--- src/rtl/xbus_master_if.sv ---
// Bundle of request, response and xbus signals for xbus_master.
// master modport is the DUT view; slave is the core/peripheral side.
interface xbus_master_if #(
  parameter int ADDR_W = 32
);
  logic              req_valid;
  logic              req_ready;
  logic              req_we;
  logic [1:0]        req_size;
  logic              req_unsigned;
  logic [ADDR_W-1:0] req_addr;
  logic [31:0]       req_wdata;
  logic              resp_valid;
  logic              resp_ready;
  logic [31:0]       resp_rdata;
  logic              resp_err;
  logic              xbus_cs;
  logic              xbus_we;
  logic [3:0]        xbus_be;
  logic [ADDR_W-1:0] xbus_addr;
  logic [31:0]       xbus_wdata;
  logic [31:0]       xbus_rdata;

  modport master (
    input  req_valid, req_we, req_size,
    input  req_unsigned, req_addr, req_wdata,
    output req_ready,
    output resp_valid, resp_rdata, resp_err,
    input  resp_ready,
    output xbus_cs, xbus_we, xbus_be,
    output xbus_addr, xbus_wdata,
    input  xbus_rdata
  );

  modport slave (
    output req_valid, req_we, req_size,
    output req_unsigned, req_addr, req_wdata,
    input  req_ready,
    input  resp_valid, resp_rdata, resp_err,
    output resp_ready,
    input  xbus_cs, xbus_we, xbus_be,
    input  xbus_addr, xbus_wdata,
    output xbus_rdata
  );
endinterface

--- src/rtl/xbus_master.sv ---
// xbus initiator: one load/store request becomes one xbus access,
// with lane steering, load extension and misalignment errors.
module xbus_master #(
  parameter int RD_WAIT = 0,
  parameter int ADDR_W  = 32
) (
  input logic           clk,
  input logic           rst_n,
  xbus_master_if.master bus
);

  localparam logic [1:0] IDLE = 2'd0;
  localparam logic [1:0] BUS  = 2'd1;
  localparam logic [1:0] RESP = 2'd2;

  localparam int CW =
    (RD_WAIT > 0) ? $clog2(RD_WAIT + 1) : 1;

  logic [1:0]        state;
  logic              we_q;
  logic              uns_q;
  logic [1:0]        size_q;
  logic [1:0]        lane_q;
  logic [ADDR_W-1:0] addr_q;
  logic [31:0]       wdata_q;
  logic [3:0]        be_q;
  logic [CW-1:0]     cnt;
  logic [31:0]       rdata_q;
  logic              err_q;

  logic [1:0]  lane;
  logic [3:0]  be_n;
  logic [31:0] wdata_n;
  logic        misal;
  logic [31:0] sh;
  logic [31:0] ext;
  logic        last;
  logic        cs;

  assign lane = bus.req_addr[1:0];

  always_comb begin
    be_n    = 4'b0000;
    wdata_n = 32'h0;
    misal   = 1'b1;
    unique case (1'b1)
      bus.req_size == 2'd0: begin
        be_n    = 4'b0001 << lane;
        wdata_n = {4{bus.req_wdata[7:0]}};
        misal   = 1'b0;
      end
      bus.req_size == 2'd1: begin
        be_n    = 4'b0011 << lane;
        wdata_n = {2{bus.req_wdata[15:0]}};
        misal   = lane[0];
      end
      bus.req_size == 2'd2: begin
        be_n    = 4'b1111;
        wdata_n = bus.req_wdata;
        misal   = |lane;
      end
      default: begin
        misal = 1'b1;
      end
    endcase
  end

  // Bring the addressed lane down to bit 0, then extend.
  always_comb begin
    sh  = bus.xbus_rdata >> {lane_q, 3'b000};
    ext = sh;
    unique case (1'b1)
      size_q == 2'd0:
        ext = {{24{~uns_q & sh[7]}}, sh[7:0]};
      size_q == 2'd1:
        ext = {{16{~uns_q & sh[15]}}, sh[15:0]};
      default:
        ext = sh;
    endcase
  end

  assign last = we_q | (cnt == CW'(RD_WAIT));
  assign cs   = (state == BUS);

  always_ff @(posedge clk or negedge rst_n) begin
    if (!rst_n) begin
      state   <= IDLE;
      we_q    <= 1'b0;
      uns_q   <= 1'b0;
      size_q  <= 2'd0;
      lane_q  <= 2'd0;
      addr_q  <= '0;
      wdata_q <= 32'h0;
      be_q    <= 4'b0000;
      cnt     <= '0;
      rdata_q <= 32'h0;
      err_q   <= 1'b0;
    end else begin
      unique case (state)
        IDLE: begin
          if (bus.req_valid) begin
            we_q    <= bus.req_we;
            uns_q   <= bus.req_unsigned;
            size_q  <= bus.req_size;
            lane_q  <= lane;
            addr_q  <= {bus.req_addr[ADDR_W-1:2], 2'b00};
            wdata_q <= wdata_n;
            be_q    <= be_n;
            cnt     <= '0;
            rdata_q <= 32'h0;
            err_q   <= misal;
            state   <= misal ? RESP : BUS;
          end
        end
        BUS: begin
          if (last) begin
            if (!we_q) rdata_q <= ext;
            state <= RESP;
          end else begin
            cnt <= cnt + 1'b1;
          end
        end
        RESP: begin
          if (bus.resp_ready) state <= IDLE;
        end
        default: state <= IDLE;
      endcase
    end
  end

  assign bus.req_ready  = (state == IDLE);
  assign bus.resp_valid = (state == RESP);
  assign bus.resp_rdata = rdata_q;
  assign bus.resp_err   = err_q;
  assign bus.xbus_cs    = cs;
  assign bus.xbus_we    = cs & we_q;
  assign bus.xbus_be    = cs ? be_q : 4'b0000;
  assign bus.xbus_addr  = addr_q;
  assign bus.xbus_wdata = wdata_q;

endmodule
--- src/flat_wrapper.sv ---
// flat-port wrapper written by rule: the top's interface ports become plain ports
module xbus_master_flat 
#(
  parameter int RD_WAIT = 0,
  parameter int ADDR_W  = 32
)
  (clk, rst_n, bus_req_valid, bus_req_we, bus_req_size, bus_req_unsigned, bus_req_addr, bus_req_wdata, bus_req_ready, bus_resp_valid, bus_resp_rdata, bus_resp_err, bus_resp_ready, bus_xbus_cs, bus_xbus_we, bus_xbus_be, bus_xbus_addr, bus_xbus_wdata, bus_xbus_rdata);
  xbus_master_if #(.ADDR_W(ADDR_W)) bus_i ();
  input logic clk;
  input logic rst_n;
  input wire logic [$bits(bus_i.req_valid)-1:0] bus_req_valid;
  input wire logic [$bits(bus_i.req_we)-1:0] bus_req_we;
  input wire logic [$bits(bus_i.req_size)-1:0] bus_req_size;
  input wire logic [$bits(bus_i.req_unsigned)-1:0] bus_req_unsigned;
  input wire logic [$bits(bus_i.req_addr)-1:0] bus_req_addr;
  input wire logic [$bits(bus_i.req_wdata)-1:0] bus_req_wdata;
  output wire logic [$bits(bus_i.req_ready)-1:0] bus_req_ready;
  output wire logic [$bits(bus_i.resp_valid)-1:0] bus_resp_valid;
  output wire logic [$bits(bus_i.resp_rdata)-1:0] bus_resp_rdata;
  output wire logic [$bits(bus_i.resp_err)-1:0] bus_resp_err;
  input wire logic [$bits(bus_i.resp_ready)-1:0] bus_resp_ready;
  output wire logic [$bits(bus_i.xbus_cs)-1:0] bus_xbus_cs;
  output wire logic [$bits(bus_i.xbus_we)-1:0] bus_xbus_we;
  output wire logic [$bits(bus_i.xbus_be)-1:0] bus_xbus_be;
  output wire logic [$bits(bus_i.xbus_addr)-1:0] bus_xbus_addr;
  output wire logic [$bits(bus_i.xbus_wdata)-1:0] bus_xbus_wdata;
  input wire logic [$bits(bus_i.xbus_rdata)-1:0] bus_xbus_rdata;
  assign bus_i.req_valid = bus_req_valid;
  assign bus_i.req_we = bus_req_we;
  assign bus_i.req_size = bus_req_size;
  assign bus_i.req_unsigned = bus_req_unsigned;
  assign bus_i.req_addr = bus_req_addr;
  assign bus_i.req_wdata = bus_req_wdata;
  assign bus_req_ready = bus_i.req_ready;
  assign bus_resp_valid = bus_i.resp_valid;
  assign bus_resp_rdata = bus_i.resp_rdata;
  assign bus_resp_err = bus_i.resp_err;
  assign bus_i.resp_ready = bus_resp_ready;
  assign bus_xbus_cs = bus_i.xbus_cs;
  assign bus_xbus_we = bus_i.xbus_we;
  assign bus_xbus_be = bus_i.xbus_be;
  assign bus_xbus_addr = bus_i.xbus_addr;
  assign bus_xbus_wdata = bus_i.xbus_wdata;
  assign bus_i.xbus_rdata = bus_xbus_rdata;
  xbus_master #(.RD_WAIT(RD_WAIT), .ADDR_W(ADDR_W)) u_core (.clk(clk), .rst_n(rst_n), .bus(bus_i));
endmodule
--- config.mk ---
export PLATFORM = sky130hd
export DESIGN_NAME = xbus_master_flat
export DESIGN_NICKNAME = d
export VERILOG_FILES = /design/src/rtl/xbus_master_if.sv /design/src/rtl/xbus_master.sv /design/src/flat_wrapper.sv
export SDC_FILE = /design/constraint.sdc
export NUM_CORES = 1
export LEC_CHECK = 0
export CAP_MARGIN = 40
export CORE_MARGIN = 8
export CORE_UTILIZATION = 46
export CTS_BUF_LIST = sky130_fd_sc_hd__clkbuf_16
export CTS_CLUSTER_DIAMETER = 30
export DETAILED_ROUTE_END_ITERATION = 8
export MAX_ROUTING_LAYER = met4
export PLACE_DENSITY = 0.9
export SLEW_MARGIN = 40
export SYNTH_ARGS = -nofsm -noshare
export SYNTH_HDL_FRONTEND = slang
export SYNTH_SLANG_ARGS = --single-unit
--- constraint.sdc ---
create_clock -name clk -period 4.9 [get_ports clk]
set_clock_uncertainty 0.1 [all_clocks]
set_input_delay 0.98 -clock clk [delete_from_list [all_inputs] [get_ports clk]]
set_output_delay 0.98 -clock clk [all_outputs]
set_load 0.02 [all_outputs]
### Clock wiring as the flow saved it

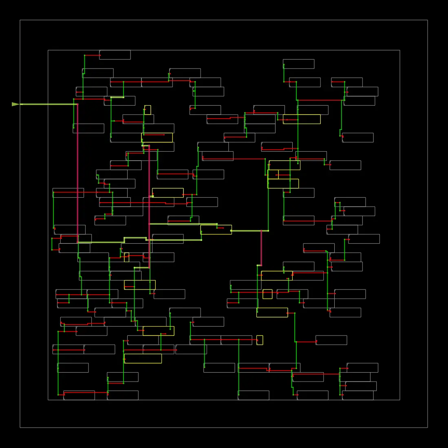
P_clk: 763 uW
clock buffers: 9
CTS Buf Count: 9

### Metal layers overlaid

Two of the layers only.
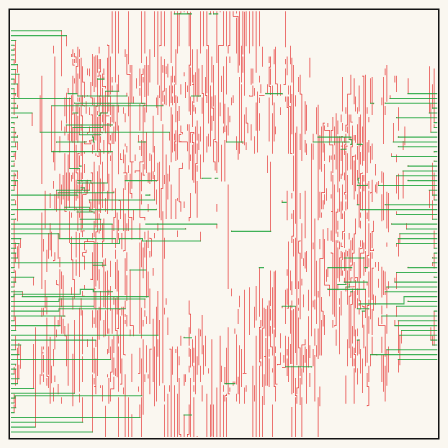
- metal 3: green (wire length 1,660 um)
- metal 2: red (wire length 7,840 um)

### The metal 4 layer

Supply wires on this layer in grey.
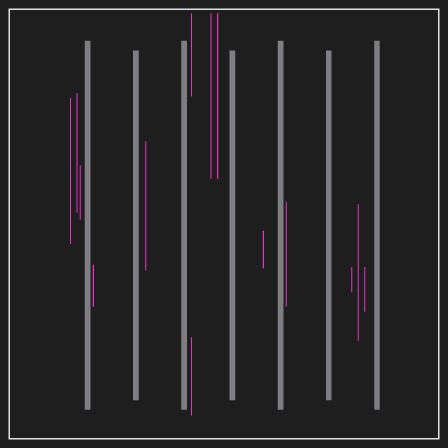
- main direction: vertical
- wire length on this layer: 371 um
- share of all routed wire: 2.3%
- longest straight run: 46.2 um
- nets with wire on the layer: 13
vias: 4,794
total wire length: 16,500 um

==> run summary <==
flow finished, numbers: cycle use final=65.29%, most heavily used metal layer in global routing=met2, register share after synthesis=53.87%, Max-Cap Viols=0, outcome=finished clean, Setup crit end kind=register, Latency at later pin=0.33 ns, initial antenna violation count=0, Final Hold Viols=0, Peak VDD IR=0.0003017 V, DP Wirelength=12,190 um, CP startpoint kind=input pin, leak pwr=3.351 nW, drt initial violations=483, most used cell, CP=nor2_1, H-tree Lvls=3, hold-fix buffer count after cts=0, WL/cell=19.03 um, Horiz. Die Dim=120.4 um, Clock Path Buffers=2, setup TNS=0 ns, CP Class=in2reg, largest net degree at the start of global routing=73
-- cell type report --
class / count / area (um^2)
clock buffers: 9 / 225.2
inverters: 3 / 11.26
repair buffers: 212 / 2108
flip-flops and latches: 108 / 2703
fillers: 804 / 3293
multi-input cells: 388 / 2140
well taps: 140 / 175.2
clock inverters: 7 / 90.09
-- cells in the mapped netlist, types with 2 or more instances --
master / instances
a221oi_1: 8
nand2_1: 164
a221o_1: 5
nor2b_1: 5
and2_1: 6
nor3_1: 3
clkbuf_1: 27
mux4_2: 2
mux2_2: 8
buf_1: 7
buf_6: 3
a21oi_1: 32
nor3b_1: 2
buf_4: 3
inv_1: 3
nand3_1: 8
o21ai_0: 47
nor2_1: 39
mux2i_1: 25
dfrtp_1: 108
nand3b_1: 9
a221o_2: 11
-- worst paths after layout --
kind                                              to                      from  cells past startpoint  slack [ns]
min                         u_core.bus.xbus_wdata[4]  u_core.bus.xbus_wdata[4]                      2        0.36
min reg2reg                 u_core.bus.xbus_wdata[4]  u_core.bus.xbus_wdata[4]                      2        0.36
max reg2reg                u_core.bus.resp_rdata[27]           u_core.state[1]                      4        2.52
min in group asynchronous   u_core.bus.resp_rdata[0]                     rst_n                      1        0.53
max                        u_core.bus.xbus_wdata[21]           bus_req_size[1]                      6        1.70
max in group asynchronous  u_core.bus.resp_rdata[27]                     rst_n                      2        3.17
-- logic make-up after synthesis --
kind of cell | Yosys count | synth area share [%]
AOI/OAI and AO/OA | 110 | 13.92
DFF | 108 | 53.87
other | 1 | 0.07474
muxes | 35 | 7.681
and+or+nand+nor | 241 | 20.47
buffers and inverters | 44 | 3.990
-- power breakdown --
group          internal [mW]  switching [mW]  total, mW
clock                  0.446           0.317      0.763
combinational          0.767           0.919       1.69
sequential              1.17           0.190       1.36
-- state kept, by name, summed over array words and instances, names as in the netlist, 2 cells and up --
signal	count
u_core.bus.xbus_wdata	32
u_core.state	2
u_core.bus.xbus_addr	30
u_core.bus.resp_rdata	32
u_core.lane_q	2
u_core.size_q	2
u_core.be_q	4
-- stage by stage --
step	hold WS (ns)	cells	cell area [um^2]	setup slack [ns]	utilization [%]
2_1_floorplan	0.3304	540	5021	2.533	-
3_3_place_gp	0.3503	851	7119	1.605	66.26
3_5_place_dp	0.3567	851	7137	1.403	66.42
4_1_cts	0.3705	867	7452	1.765	69.35
5_1_grt	0.3980	867	7452	1.575	69.35
6_report	0.3649	867	7452	1.701	69.35
-- metal layers --
metal / wire, um / share of wire, %
met5: 0 / 0
met4: 370 / 2.2
met3: 1663 / 10
met2: 7841 / 48
met1: 6620 / 40
-- worst max-delay path, delay by kind of cell --
family	cells	cell delay [ns]
buffers and inverters	3	1.48
AND/OR/NAND/NOR	2	0.76
AND-OR/OR-AND	1	0.13
Power figures rest on the tool's default switching activity, not on a simulated workload.
